==> config.mk <==
export PLATFORM = sky130hd
export DESIGN_NAME = cust_queue
export DESIGN_NICKNAME = d
export VERILOG_FILES = /design/src/rtl/cust_pkg.sv /design/src/rtl/cust_fifo.sv /design/src/rtl/cust_queue.sv
export SDC_FILE = /design/constraint.sdc
export NUM_CORES = 1
export LEC_CHECK = 0
export CAP_MARGIN = 20
export CELL_PAD_IN_SITES_DETAIL_PLACEMENT = 1
export CELL_PAD_IN_SITES_GLOBAL_PLACEMENT = 1
export CORE_UTILIZATION = 40
export CTS_CLUSTER_DIAMETER = 30
export CTS_CLUSTER_SIZE = 20
export DETAILED_ROUTE_END_ITERATION = 16
export HOLD_SLACK_MARGIN = 0.15
export PLACE_DENSITY = 0.78
export SYNTH_ARGS = -nofsm -noshare
export SYNTH_HDL_FRONTEND = slang
export SYNTH_SLANG_ARGS = --single-unit
==> constraint.sdc <==
create_clock -name clk -period 3.2 [get_ports clk]
set_input_delay 0.8 -clock clk [delete_from_list [all_inputs] [get_ports clk]]
set_output_delay 0.8 -clock clk [all_outputs]
set_load 0.1 [all_outputs]
==> images/m1.png <==
Bar = 20 um.
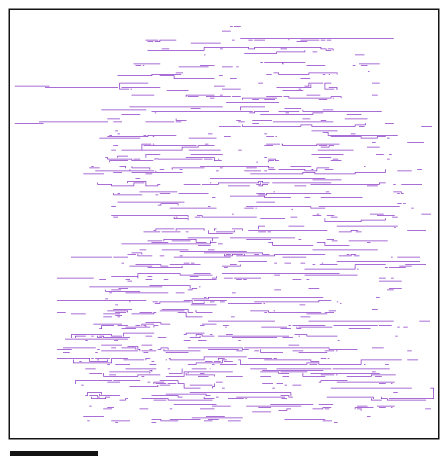
wire length on this layer: 3170 um
share of all routed wire: 45%
met1 usage in global routing: 20.23%
routed wire length: 7107 um
overall via count from detail_route: 1955

==> images/m2.png <==
Bar = 20 um.
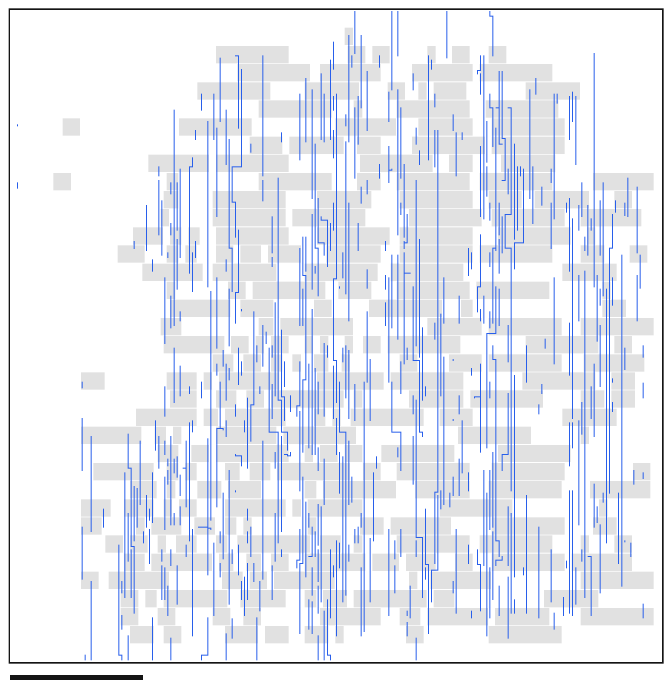
nets with wire on the layer: 246
longest straight run: 54.2 um
main direction: vertical
share of all routed wire: 51%
met2 Usage GRT: 27.17%

==> images/m3.png <==
Bar = 20 um.
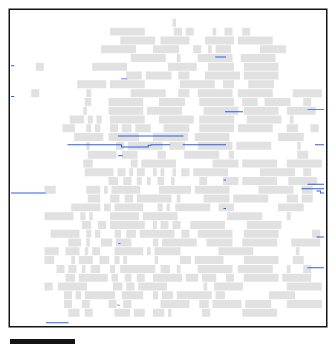
wire length on this layer: 125 um
longest straight run: 20.0 um
met3 demand-to-capacity share in global routing: 2.720%

==> images/m4.png <==
Bar = 20 um.
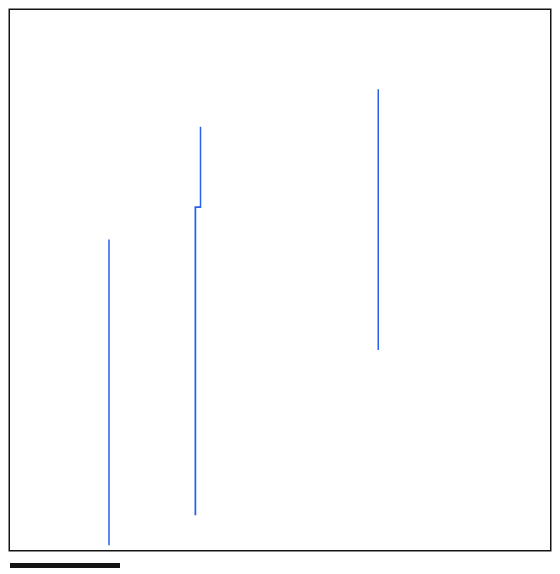
wire length on this layer: 173 um
longest straight run: 55.6 um
share of all routed wire: 2.4%
nets with wire on the layer: 2
main direction: vertical

==> images/congestion_map.png <==
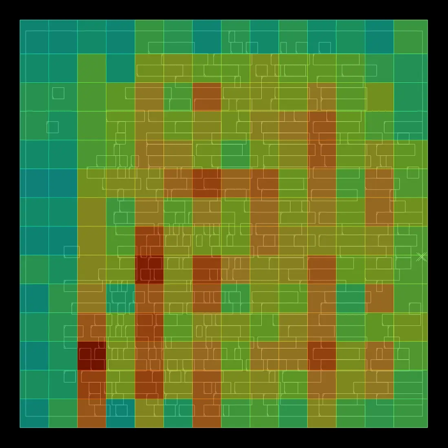
layer with the highest usage: met2
total track usage: 16.31%
average wire per cell in the routed design: 19.52 um
post-layout utilization of the core: 48.82%

==> ds_physical_params.txt <==
Implementation parameters

Parameter                              Value

Clocking
  Post-CTS Setup Repair Bufs    0
  CTS H-tree depth    3
  Clock tree from TritonCTS    done
  Count of hold-fix buffers inserted at cts    0
  Total of cells resized after clock tree synthesis    0
  CTS Buf Count    9
  CTS clock-pin slew for the worst setup and hold paths    80 ps
  Deepest clock path buffer count    2
  Insertion delay of the later-clocked pin in the worst-skew pair    360 ps
  Root buffer cell    sky130_fd_sc_hd__clkbuf_8
  Clock sink count    93

Status
  Violations in the final reports    design-rule violations
  Outcome    complete, but fails checks

Global route
  Total overflow reported by the global router    0
  Vias in the first global route    2100
  Initial antenna violation count    0
  First-pass GRT wire length    11320 um
  Pin count of the biggest net entering global routing    30

Final timing
  Final setup violating endpoints    0
  Transition time of the tightest slew-check pin    872.9 ps
  Final hold violations    0
  Final cycle utilization of the critical path    87.02%
  RSZ-0062 raised after global routing    no
  Number of max-slew violations in the final report    0
  Minimum period implied by the final worst setup slack    2785 ps
  Minimum setup slack in the final design    415.4 ps
  Max-slew headroom at the worst pin    41.59%
  Setup TNS    0 ps
  Final worst hold slack    451.6 ps
  Final clock skew    11.06 ps
  Fmax    0.3591 GHz

Die
  Width of the die    97.82 um
  Cell row count    34
  Die H    97.82 um
  Number of well taps    108
  Core Region    8806 um^2
  I/O pin total    28
  Initial Util    41.70%
  Chip Footprint    9568 um^2

Final layout
  Clock network area share    4.686%
  Largest contributor to cell area by class    sequential cells
  Number of cells in the finished layout apart from fillers    364
  Combinational fraction of the cell area    22.93%
  Final non-filler cell area    4299 um^2
  Most common cell after layout, fill and taps aside    sky130_fd_sc_hd__edfxtp_1
  Nets    264
  Number of logic gates    104
  Gate Area    985.9 um^2
  Total number of sequential cells    93
  Non-CTS buffers    40
  Number of clock buffers in the layout    11
  Inverters    3
  Flip-flop count of the largest register, all copies and words added    64
  Area occupied by registers    2650 um^2
  Proportion of layout cells with a drive suffix above 1    30.08%
  Register share of the cell area    61.64%
  Most numerous logic cells after layout    sky130_fd_sc_hd__edfxtp_1 (64), sky130_fd_sc_hd__buf_4 (32), sky130_fd_sc_hd__dfrtp_1 (27)
  Number of fillers in the final layout    854
  Synthesis-to-layout area growth    17.07%
  Diodes inserted    0
  Layout buffering overhead excluding clock cells    7.334%

Yosys
  Sequential-to-total area share from yosys stat    72.16%
  Simple Share, Synth    7.155%
  Cell types with the highest counts after synthesis    sky130_fd_sc_hd__edfxtp_1 (64), sky130_fd_sc_hd__dfrtp_1 (27), sky130_fd_sc_hd__nor2_1 (19)
  Cells in synth_stat.txt    206
  Compound-cell area share of the yosys netlist    2.862%
  Top cell area share    52.33%
  Most repeated cell in the gate-level netlist after synthesis    sky130_fd_sc_hd__edfxtp_1
  Number of storage elements in the synthesis netlist    93
  Post-synthesis cell type count    36
  Largest logic family    multiplexers
  Area leader, netlist    sky130_fd_sc_hd__edfxtp_1
  Synthesized chip area reported by yosys    3672 um^2
  Commonest flop    sky130_fd_sc_hd__edfxtp_1
  FA/HA/MAJ Cells, Area Fraction    1.704%
  Post-synthesis cell count    206
  Net count after synthesis    219
  Area fraction in mux cells    13.22%
  Number of enable-type register cells in the synthesized netlist    64
  Share of flip-flops with an asynchronous set or reset    31.18%
  Post-synth design cell area    3672 um^2
  Yosys warning count    0
  Post-synthesis share of cell area spent on xor and xnor gates    1.908%
  Per-instance average area after synthesis    17.83 um^2
  Main area contributors    sky130_fd_sc_hd__edfxtp_1 (52%), sky130_fd_sc_hd__dfrtp_1 (18%), sky130_fd_sc_hd__mux4_2 (9.8%), sky130_fd_sc_hd__mux2i_1 (2.2%), sky130_fd_sc_hd__nor2_1 (1.9%)

Place
  Total cell area at the placement stage    4093 um^2
  Routability congestion estimate    0.7136
  Setup Slack @ Placement    -29.81 ps
  Port buffer count    27
  Half-perimeter wire length after detailed placement    4811 um
  Number of cells after detailed placement    347

Setup path
  Critical setup path kind    input port to register
  Buf+Inv Stages, Crit Path    2
  Startpoint type of the worst setup path    input port
  Highest net fanout along the worst path    9
  Register-to-register setup slack    690 ps
  Critical path, cell by cell    clkdlybuf4s50_1 > o41ai_4 > nor2_1 > nand2_1 > buf_4 > nor2_1
  Register-to-Register Path Depth    6
  Worst path depth    6
  Req. time, crit path    3180 ps
  Crit path arrival time    2770 ps
  Longest individual stage delay on the worst path    690 ps
  Kind of cell with the highest combined delay on the critical path    simple AND/OR/NAND/NOR gates
  Worst path most repeated cell    sky130_fd_sc_hd__nor2_1
  Cell with the largest stage delay on the worst path    sky130_fd_sc_hd__clkdlybuf4s50_1
  Element type at the critical path end    register

Route
  Initial DRC Count    45
  Remaining antenna violation count    0
  Mean number of vias per cell    5.371
  Drt first pass iters    10
  Residual DRC count    2

Job
  Total tool warning count    27
  Max-Cap Viols    0

Hold path
  Hold WC Path Type    register to register
  Hold depth    1
-- per-layer routing --
layer | GRT usage, % | routed length (um)
met2 | 27.17 | 3640
met1 | 20.23 | 3168
met4 | 9.557 | 172
met3 | 2.720 | 124
met5 | 0 | 0
-- logic make-up (layout without fill, tap and decap cells) --
kind of cell	Yosys count	in the layout
multiplexers	28	28
adder cells (fa/ha/maj)	5	5
AND/OR/NAND/NOR	50	50
buffers and inverters	9	59
AND-OR/OR-AND	13	13
flip-flops	93	93
XOR/XNOR	8	8
